**config.mk**
```make
export PLATFORM = sky130hd
export DESIGN_NAME = popcount_stream_flat
export DESIGN_NICKNAME = d
export VERILOG_FILES = /design/src/rtl/popcount_pkg.sv /design/src/rtl/popcount_stream_if.sv /design/src/rtl/popcount_leaf.sv /design/src/rtl/popcount_stream.sv /design/src/flat_wrapper.sv
export SDC_FILE = /design/constraint.sdc
export NUM_CORES = 1
export LEC_CHECK = 0
export CAP_MARGIN = 20
export CORE_UTILIZATION = 45
export DETAILED_ROUTE_END_ITERATION = 10
export GPL_TIMING_DRIVEN = 0
export MAX_ROUTING_LAYER = met4
export PLACE_DENSITY = 0.78
export SYNTH_ARGS = -nofsm -noshare
export SYNTH_HDL_FRONTEND = slang
export SYNTH_HIERARCHICAL = 1
export SYNTH_SLANG_ARGS = --single-unit
```
**constraint.sdc**
```tcl
create_clock -name clk_i -period 3.7 [get_ports clk_i]
set_input_delay 0.925 -clock clk_i [delete_from_list [all_inputs] [get_ports clk_i]]
set_output_delay 0.925 -clock clk_i [all_outputs]
set_load 0.05 [all_outputs]
```
**src/rtl/popcount_pkg.sv**
```systemverilog
// Shared definitions for the popcount_stream block.
//   pop_mode_e           : per-word counting mode (ones / zeros)
//   clog2p1()            : width needed to hold a count of 0..n inclusive
//   POPCOUNT_CHECK_DIV() : elaboration check that the word splits evenly into leaves
`ifndef POPCOUNT_PKG_SV
`define POPCOUNT_PKG_SV

`define POPCOUNT_CHECK_DIV(width, leaf_w) \
  if ((leaf_w) < 1 || (width) < 1 || ((width) % (leaf_w)) != 0) begin : g_div_check \
    $error("popcount: WIDTH must be >= 1 and a multiple of LEAF_W"); \
  end

package popcount_pkg;

  typedef enum logic {
    POP_ONES  = 1'b0,
    POP_ZEROS = 1'b1
  } pop_mode_e;

  // A count of 0..n needs $clog2(n)+1 bits (n itself must be representable).
  function automatic int unsigned clog2p1(input int unsigned n);
    return $clog2(n) + 1;
  endfunction

endpackage

`endif

```
**src/rtl/popcount_stream_if.sv**
```systemverilog
// Streaming bus for popcount_stream.
//   master : upstream word source / statistics consumer (drives *_i, reads *_o)
//   slave  : the popcount_stream block
// Signals: data_val_i, data_i, mode_i, last_i (word in); data_o, data_val_o (per-word count);
//          acc_o, acc_val_o, acc_ovf_o (burst total).
interface popcount_stream_if
  import popcount_pkg::*;
#(
  parameter int unsigned WIDTH = 32,
  parameter int unsigned ACC_W = 16
);
  localparam int unsigned CntW = clog2p1(WIDTH);

  logic             data_val_i;
  logic [WIDTH-1:0] data_i;
  pop_mode_e        mode_i;
  logic             last_i;
  logic [CntW-1:0]  data_o;
  logic             data_val_o;
  logic [ACC_W-1:0] acc_o;
  logic             acc_val_o;
  logic             acc_ovf_o;

  modport master (
    output data_val_i, data_i, mode_i, last_i,
    input  data_o, data_val_o, acc_o, acc_val_o, acc_ovf_o
  );

  modport slave (
    input  data_val_i, data_i, mode_i, last_i,
    output data_o, data_val_o, acc_o, acc_val_o, acc_ovf_o
  );
endinterface

```
**src/rtl/popcount_leaf.sv**
```systemverilog
// Combinational population count of one LEAF_W-bit slice.
//   bits_i : slice to count
//   cnt_o  : number of ones in bits_i (0..LEAF_W)
module popcount_leaf
  import popcount_pkg::*;
#(
  parameter int unsigned LEAF_W = 8,
  localparam int unsigned CntW = clog2p1(LEAF_W)
) (
  input  logic [LEAF_W-1:0] bits_i,
  output logic [CntW-1:0]   cnt_o
);

  always_comb begin
    cnt_o = '0;
    for (int unsigned i = 0; i < LEAF_W; i++) begin
      cnt_o = cnt_o + CntW'(bits_i[i]);
    end
  end

endmodule

```
**src/rtl/popcount_stream.sv**
```systemverilog
// Pipelined population counter for a stream of words with per-burst saturating totals.
//   clk_i    : clock, all state on rising edge
//   arst_n_i : asynchronous active-low reset (release synchronised externally)
//   bus      : popcount_stream_if slave port
//              in : data_val_i, data_i, mode_i (ones/zeros), last_i (end of burst)
//              out: data_o/data_val_o (count, 3 register stages after the word)
//                   acc_o/acc_ovf_o/acc_val_o (burst total, one cycle after the last count)
module popcount_stream
  import popcount_pkg::*;
#(
  parameter int unsigned WIDTH  = 32,
  parameter int unsigned LEAF_W = 8,
  parameter int unsigned ACC_W  = 16
) (
  input  logic             clk_i,
  input  logic             arst_n_i,
  popcount_stream_if.slave bus
);

  localparam int unsigned NumLeaves = WIDTH / LEAF_W;
  localparam int unsigned LeafCntW  = clog2p1(LEAF_W);
  localparam int unsigned CntW      = clog2p1(WIDTH);
  localparam int unsigned AccSumW   = ACC_W + 1;

  `POPCOUNT_CHECK_DIV(WIDTH, LEAF_W)

  if (ACC_W < CntW) begin : g_acc_check
    $error("popcount_stream: ACC_W must be >= $clog2(WIDTH)+1");
  end

  // S0: input register
  logic             s0_val_q;
  logic [WIDTH-1:0] s0_data_q;
  pop_mode_e        s0_mode_q;
  logic             s0_last_q;

  always_ff @(posedge clk_i or negedge arst_n_i) begin
    if (!arst_n_i) begin
      s0_val_q  <= 1'b0;
      s0_data_q <= '0;
      s0_mode_q <= POP_ONES;
      s0_last_q <= 1'b0;
    end else begin
      s0_val_q <= bus.data_val_i;
      if (bus.data_val_i) begin
        s0_data_q <= bus.data_i;
        s0_mode_q <= bus.mode_i;
        s0_last_q <= bus.last_i;
      end
    end
  end

  // Counting zeros is counting ones of the inverted word.
  logic [WIDTH-1:0] leaf_in;
  assign leaf_in = (s0_mode_q == POP_ZEROS) ? ~s0_data_q : s0_data_q;

  // S1: registered leaf counts
  logic [LeafCntW-1:0] leaf_cnt   [NumLeaves];
  logic [LeafCntW-1:0] leaf_cnt_q [NumLeaves];
  logic                s1_val_q;
  logic                s1_last_q;

  for (genvar g = 0; g < NumLeaves; g++) begin : g_leaf
    popcount_leaf #(
      .LEAF_W (LEAF_W)
    ) u_leaf (
      .bits_i (leaf_in[g*LEAF_W +: LEAF_W]),
      .cnt_o  (leaf_cnt[g])
    );
  end

  always_ff @(posedge clk_i or negedge arst_n_i) begin
    if (!arst_n_i) begin
      s1_val_q  <= 1'b0;
      s1_last_q <= 1'b0;
      for (int unsigned i = 0; i < NumLeaves; i++) begin
        leaf_cnt_q[i] <= '0;
      end
    end else begin
      s1_val_q <= s0_val_q;
      if (s0_val_q) begin
        s1_last_q  <= s0_last_q;
        leaf_cnt_q <= leaf_cnt;
      end
    end
  end

  // Leaf sum, full width so an all-ones word yields exactly WIDTH.
  logic [CntW-1:0] tree_sum;

  always_comb begin
    tree_sum = '0;
    for (int unsigned i = 0; i < NumLeaves; i++) begin
      tree_sum = tree_sum + CntW'(leaf_cnt_q[i]);
    end
  end

  // S2: per-word count output
  logic [CntW-1:0] data_q;
  logic            data_val_q;
  logic            s2_last_q;

  always_ff @(posedge clk_i or negedge arst_n_i) begin
    if (!arst_n_i) begin
      data_q     <= '0;
      data_val_q <= 1'b0;
      s2_last_q  <= 1'b0;
    end else begin
      data_val_q <= s1_val_q;
      if (s1_val_q) begin
        data_q    <= tree_sum;
        s2_last_q <= s1_last_q;
      end
    end
  end

  // Burst accumulator
  logic [ACC_W-1:0] run_q;
  logic             ovf_q;
  logic             first_q;
  logic [ACC_W-1:0] acc_q;
  logic             acc_val_q;
  logic             acc_ovf_q;

  logic [ACC_W-1:0]   acc_base;
  logic [AccSumW-1:0] acc_sum;
  logic               acc_ovf_now;
  logic [ACC_W-1:0]   acc_sat;

  // One extra bit is enough: the addend is at most WIDTH < 2^ACC_W.
  always_comb begin
    acc_base    = first_q ? '0 : run_q;
    acc_sum     = AccSumW'(acc_base) + AccSumW'(data_q);
    acc_ovf_now = acc_sum[ACC_W];
    acc_sat     = acc_ovf_now ? '1 : acc_sum[ACC_W-1:0];
  end

  always_ff @(posedge clk_i or negedge arst_n_i) begin
    if (!arst_n_i) begin
      run_q     <= '0;
      ovf_q     <= 1'b0;
      first_q   <= 1'b1;
      acc_q     <= '0;
      acc_val_q <= 1'b0;
      acc_ovf_q <= 1'b0;
    end else begin
      acc_val_q <= 1'b0;
      if (data_val_q) begin
        run_q   <= acc_sat;
        first_q <= s2_last_q;
        if (s2_last_q) begin
          acc_q     <= acc_sat;
          acc_ovf_q <= ovf_q | acc_ovf_now;
          acc_val_q <= 1'b1;
          ovf_q     <= 1'b0;
        end else begin
          ovf_q <= ovf_q | acc_ovf_now;
        end
      end
    end
  end

  assign bus.data_o     = data_q;
  assign bus.data_val_o = data_val_q;
  assign bus.acc_o      = acc_q;
  assign bus.acc_val_o  = acc_val_q;
  assign bus.acc_ovf_o  = acc_ovf_q;

endmodule

```
**src/flat_wrapper.sv**
```systemverilog
// flat-port wrapper written by rule: the top's interface ports become plain ports
module popcount_stream_flat import popcount_pkg::*;
#(
  parameter int unsigned WIDTH  = 32,
  parameter int unsigned LEAF_W = 8,
  parameter int unsigned ACC_W  = 16
)
  (clk_i, arst_n_i, bus_data_val_i, bus_data_i, bus_mode_i, bus_last_i, bus_data_o, bus_data_val_o, bus_acc_o, bus_acc_val_o, bus_acc_ovf_o);
  popcount_stream_if #(.WIDTH(WIDTH), .ACC_W(ACC_W)) bus_i ();
  input  logic clk_i;
  input  logic arst_n_i;
  input wire logic [$bits(bus_i.data_val_i)-1:0] bus_data_val_i;
  input wire logic [$bits(bus_i.data_i)-1:0] bus_data_i;
  input wire logic [$bits(bus_i.mode_i)-1:0] bus_mode_i;
  input wire logic [$bits(bus_i.last_i)-1:0] bus_last_i;
  output wire logic [$bits(bus_i.data_o)-1:0] bus_data_o;
  output wire logic [$bits(bus_i.data_val_o)-1:0] bus_data_val_o;
  output wire logic [$bits(bus_i.acc_o)-1:0] bus_acc_o;
  output wire logic [$bits(bus_i.acc_val_o)-1:0] bus_acc_val_o;
  output wire logic [$bits(bus_i.acc_ovf_o)-1:0] bus_acc_ovf_o;
  assign bus_i.data_val_i = bus_data_val_i;
  assign bus_i.data_i = bus_data_i;
  assign bus_i.mode_i = bus_mode_i;
  assign bus_i.last_i = bus_last_i;
  assign bus_data_o = bus_i.data_o;
  assign bus_data_val_o = bus_i.data_val_o;
  assign bus_acc_o = bus_i.acc_o;
  assign bus_acc_val_o = bus_i.acc_val_o;
  assign bus_acc_ovf_o = bus_i.acc_ovf_o;
  popcount_stream #(.WIDTH(WIDTH), .LEAF_W(LEAF_W), .ACC_W(ACC_W)) u_core (.clk_i(clk_i), .arst_n_i(arst_n_i), .bus(bus_i));
endmodule
```
==> impl_metrics.py, run 1 <==
# Physical implementation metrics
metrics = {
    "detailed_routing": {
        "dr_wl_met3_um": 349,
        "routed.top_layer": "met4",
        "wl_per_cell_um": 14.6,
        "wl_met1_um": 4700,
        "route.detailed.drc": 0,
        "wirelength_um": 10900,
        "drt_iter0_markers": 201,
        "dr.pass1.iters": 5,
        "viasPerCell": 5.12,
        "ant_nets": 0,
    },
    "synth": {
        "yosys.area_share.simple_pct": 8.45,
        "mux_share_pct": 9.69,
        "synthAoiAreaFrac_pct": 9.29,
        "adder_share_pct": 14.2,
        "synthFlopType": "dfrtp_1",
        "yosysWarnings": 6,
        "top_cell_area_share_pct": 43.4,
        "async_flop_share_pct": 100,
        "yosysMostFrequentCell": "dfrtp_1",
        "synth-edff-count": 0,
        "fp_nets": 609,
        "avgSynthCellArea_um2": 10.6,
        "top_area_cell": "dfrtp_1",
        "xor_area_share_pct": 6.96,
        "yosys-dominant-comb-family": "adder cells",
    },
    "job": {
        "maxCapViolCount": 0,
        "warning_count": 26,
    },
    "clock_network": {
        "cts_tree": "done",
        "cts_max_level": 3,
        "cts_buffers": 9,
        "cts_resized": 5,
        "holdBufCountCts": 0,
        "cts_max_path_buffers": 2,
    },
    "die": {
        "fp_util_pct": 46.1,
        "die_area_mm2": 0.0128,
        "row_count": 40,
    },
    "setup_path": {
        "r2r_start": "u_core/s0_mode_q$_DFFE_PN0P_",
        "startpoint_type": "register",
        "setup.worst_path.class": "register to register",
        "cp.required_ns": 3.93,
        "worstPathMaxFanout": 10,
        "startpoint": "u_core/s0_mode_q$_DFFE_PN0P_",
    },
    "place": {
        "dp_cells": 733,
        "io_buffers": 61,
        "gp_congestion": 0.921,
        "place_ws_ns": -0.302,
        "place_area_mm2": 0.00636,
    },
    "power_and_ir_drop": {
        "pwr-share-comb_pct": 56.9,
        "p_leak_nw": 3.08,
        "peakVddDrop_mv": 0.346,
        "p_sw_w": 0.00240,
        "intPower_w": 0.00330,
        "power.total_w": 0.00570,
        "power_density_mw_per_mm2": 855,
    },
    "global_route": {
        "grt_usage_pct": 19.9,
        "use_met2_pct": 33.7,
        "antenna_found_initial": 0,
        "grt_use_met1_pct": 23.6,
        "met3_usage_pct": 3.00,
        "top_usage_layer": "met2",
        "grt_overflow": 0,
        "grt_pass1_wl_um": 19200,
    },
    "final_layout": {
        "largest_register_ffs": 32,
        "final_net_count": 681,
        "drive_gt1_share_pct": 13.1,
        "antenna_cells": 0,
        "mostFrequentLayoutCell": "dfrtp_1",
        "filler_cell_count": 1062,
        "final_area_mm2": 0.00666,
    },
    "timing": {
        "fin_crit_ns": 3.49,
        "finalMaxSlewViolations": 0,
        "max_slew.worst_pin.slew_ns": 0.648,
        "whs_ns": 0.377,
        "setup_viol": 0,
        "layout_setup_ws_ns": 0.209,
        "fin_setup_tns_ns": 0,
        "finalCritPeriodShare_pct": 94.4,
        "fmax_mhz": 286,
    },
    "hold_path": {
        "hold_path.class": "register to register",
        "whs_path_depth": 0,
        "hp-start": "u_core/s1_val_q$_DFF_PN0_",
    },
    "run_status": {
        "status": "finished, final reports clean",
    },
}
[run 1: critical path: stages (launching register included)]
cell	delay, ns
dfrtp_1	0.47
buf_4	0.25
xor2_1	0.17
inv_1	0.07
fa_1	0.46
fa_1	0.52
fa_1	0.40
inv_1	0.07
ha_1	0.15
inv_1	0.06
fa_1	0.48
inv_1	0.04
mux2_2	0.24
[run 1: final cells by class]
class / instances / area [µm²] / share of cell area (%)
clock inverter: 4 / 26.3 / 0.395
sequential: 97 / 2430 / 36.5
timing repair buffer: 62 / 636 / 9.55
buffer: 21 / 101 / 1.52
tap: 147 / 184 / 2.76
multi-input combinational: 319 / 2690 / 40.4
inverter: 86 / 323 / 4.85
clock buffer: 12 / 267 / 4.00
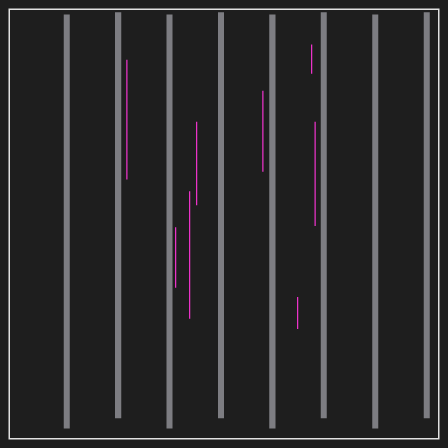
Fig. 1. M4 wires (run 1).
Supply wires on this layer in gray.
main direction = vertical
longest straight run = 33.3 µm
share of all routed wire = 1.5%
wire length on this layer = 166 µm

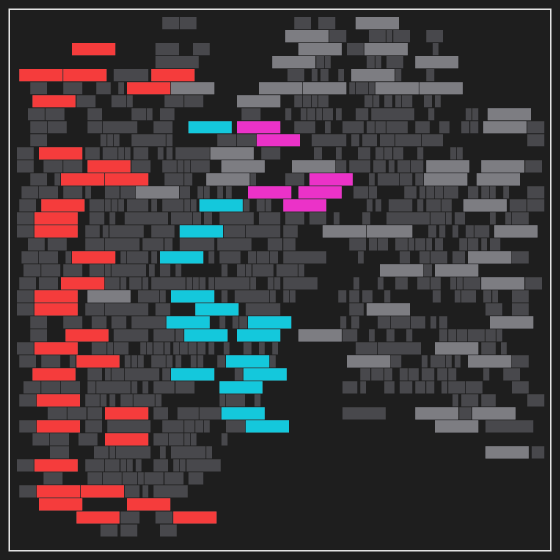
Fig. 2. Sequential cells colored by netlist name (run 1).
Other sequential cells in the stronger gray, the rest of the logic in the fainter gray.
magenta -> u_core/bus.data_o  # flops 6
red -> u_core/s0_data_q  # flops 32, where a vertical strip on the left
cyan -> u_core/leaf_cnt_q  # flops 16
not colored = 43
flop share of the area: 36.5%
Util after Layout: 55.4%

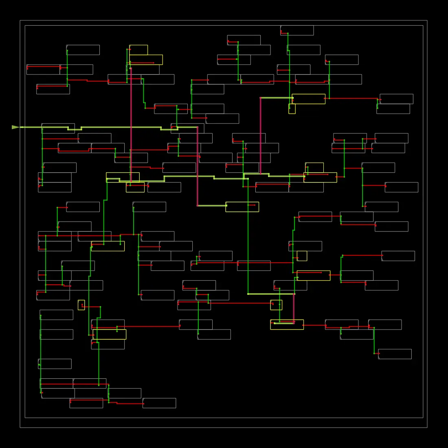
Fig. 3. Clock wiring as the flow saved it (run 1).
skew final: 0.00652 ns
clock network power: 0.000909 W
flop count: 97
Late-Pin Clk Latency: 0.34 ns
clock sink count: 97

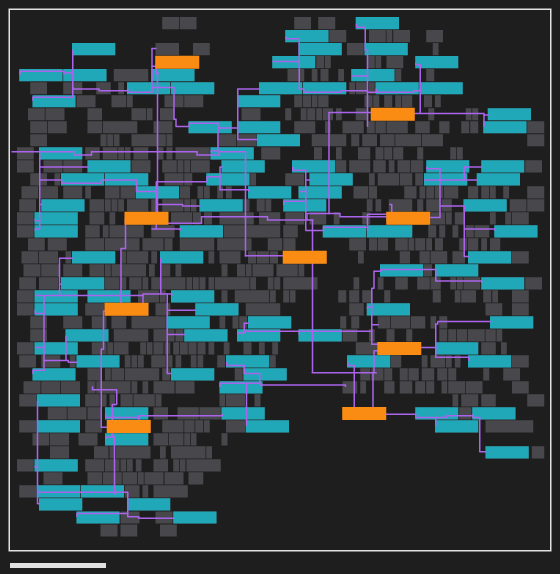
Fig. 4. Clock wires, drivers and flops (run 1).
The bar under the picture is 20 µm long.
orange -> clock drivers  # count 9
purple -> clock wires  # length 1210 µm
cyan -> flip-flops  # count 97
routed clock nets = 10
flops lie = all over the die
clock network power share: 16.0%

## Run 2: what changed since run 1
- HOLD_SLACK_MARGIN: default -> 0.02
- SLEW_MARGIN: default -> 20
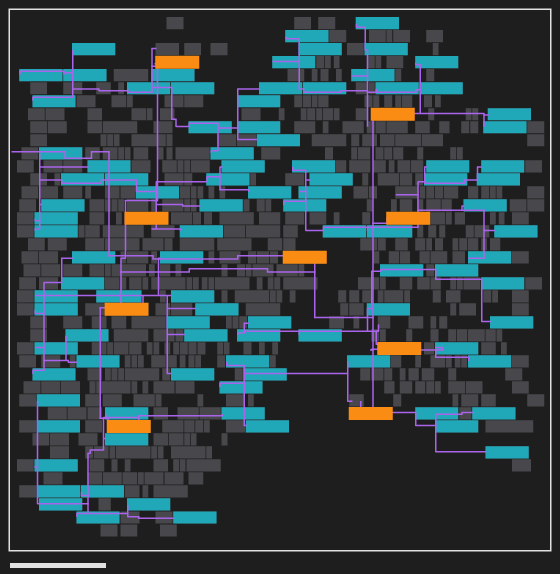
Fig. 5. Clock wires, drivers and flops (run 2).
The bar under the picture is 20 µm long.
purple -> clock wires  # length 1190 µm
cyan -> flip-flops  # count 97
orange -> clock drivers  # count 9
routed clock nets = 10
flops lie = all over the die

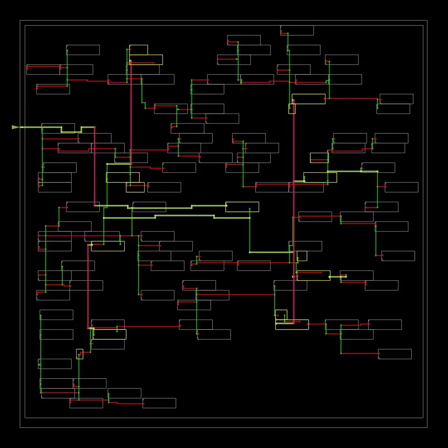
Fig. 6. Clock wiring as the flow saved it (run 2).
clock buffer count: 12
skew final: 0.00740 ns
Late-Pin Clk Latency: 0.35 ns
clock network power: 0.000911 W
CTS Buf Count: 9

==> run 2 against run 1 <==
  * Largest power group unchanged
  * Cell count stayed put
  * Register-to-register slack improved by 0.06 ns
  * Worst setup slack gained 0.061 ns
  * Sequential share of layout area hardly changed
  * Critical endpoint unchanged
  * Utilization about the same
  * Total power is 0.16% higher
  * Combinational power is essentially flat
  * Non-clock buffer count stayed put
==> impl_metrics.py, run 2 <==
# Physical implementation metrics
metrics = {
    "timing": {
        "finalCritPeriodShare_pct": 92.7,
        "layout_setup_ws_ns": 0.270,
        "fmax_mhz": 292,
        "whs_ns": 0.377,
        "max_slew.worst_pin.slew_ns": 0.562,
        "setup_viol": 0,
        "fin_crit_ns": 3.43,
    },
    "final_layout": {
        "antenna_cells": 0,
        "largest_register_ffs": 32,
        "filler_cell_count": 1047,
        "sh_comb_area_pct": 40.4,
        "flop_area_mm2": 0.00243,
        "largestClassByArea": "multi-input combinational cells",
        "buffers_excl_clock": 83,
        "comb_cells": 319,
        "buf_share_pct": 11.1,
        "clock_cell_area_share_pct": 4.39,
        "sh_seq_area_pct": 36.5,
        "ff_count": 97,
        "drive_gt1_share_pct": 13.3,
        "inverters_excl_clock": 86,
        "mostFrequentLayoutCell": "dfrtp_1",
    },
    "setup_path": {
        "startpoint_type": "register",
        "path_delay_family": "adder cells",
        "cp.required_ns": 3.93,
        "worstPathMaxFanout": 10,
        "cp.depth": 12,
        "cpPeakStageDelay_ns": 0.52,
        "setup.worst_path.class": "register to register",
        "worstPathCellList": "buf_4, xor2_1, inv_1, fa_1, fa_1, fa_1, inv_1, ha_1, inv_1, fa_1, inv_1, mux2_2",
        "startpoint": "u_core/s0_mode_q$_DFFE_PN0P_",
    },
    "power_and_ir_drop": {
        "intPower_w": 0.00330,
        "peakVddDrop_mv": 0.355,
        "pwr-share-comb_pct": 56.9,
        "p_sw_w": 0.00240,
        "p_leak_nw": 3.09,
        "clkPwrFrac_pct": 16.0,
    },
    "synth": {
        "xor_area_share_pct": 6.96,
        "yosysMostFrequentCell": "dfrtp_1",
        "mux_share_pct": 9.69,
        "top_area_cell": "dfrtp_1",
        "synth-edff-count": 0,
        "adder_share_pct": 14.2,
        "top_cell_area_share_pct": 43.4,
        "yosys-dominant-comb-family": "adder cells",
        "yosysWarnings": 6,
        "synthAoiAreaFrac_pct": 9.29,
        "async_flop_share_pct": 100,
        "avgSynthCellArea_um2": 10.6,
        "yosys.area_share.simple_pct": 8.45,
        "fp_nets": 609,
    },
    "job": {
        "warning_count": 26,
        "maxCapViolCount": 0,
    },
    "clock_network": {
        "cts_max_path_buffers": 2,
        "holdBufCountCts": 0,
        "clock_sinks": 97,
        "cts_tree": "done",
        "cts_max_level": 3,
    },
    "place": {
        "io_buffers": 61,
        "place_ws_ns": -0.302,
        "gp_congestion": 0.921,
    },
    "detailed_routing": {
        "dr.pass1.iters": 5,
        "route.detailed.drc": 0,
        "ant_nets": 0,
        "drt_iter0_markers": 198,
        "wl_met1_um": 4690,
        "wl_per_cell_um": 14.6,
        "viasPerCell": 5.14,
        "dr_wl_met3_um": 413,
    },
    "hold_path": {
        "hold_path.class": "register to register",
        "hp-start": "u_core/s1_val_q$_DFF_PN0_",
    },
    "die": {
        "n_tap_cell": 147,
        "row_count": 40,
        "fp_util_pct": 46.1,
    },
    "global_route": {
        "use_met2_pct": 33.5,
        "grt_pass1_wl_um": 19300,
        "top_usage_layer": "met2",
        "met3_usage_pct": 3.05,
        "grt_use_met1_pct": 23.8,
        "grt_overflow": 0,
    },
    "run_status": {
        "status": "finished, final reports clean",
    },
}
-- run 2: cell counts after synthesis --
Identical to the previous run, type by type.
-- run 2: through the flow --
step                      util (%)  setup TNS (ns)  instance area (µm²)
after floorplan                  -               0                 5540
final                         55.5               0                 6660
after CTS                     55.5               0                 6660
after detailed placement      52.9           -1.80                 6360
after global routing          55.5               0                 6660
after global placement        52.7         -182.16                 6330
-- run 2: repair_timing --
item / in CTS / in global routing
buffers inserted: 0 / 0
gates cloned: 0 / 0
gates resized: 6 / 3
endpoints found under the setup margin: 8 / 11
-- run 2: cells by family after synthesis --
logic type / count (synthesis)
mux: 48
xor+xnor: 44
flops: 97
fa+ha+maj: 48
compound gates: 81
buf+inv: 108
simple gates: 98
No activity file was given, so power comes from the tool's default toggle rates.
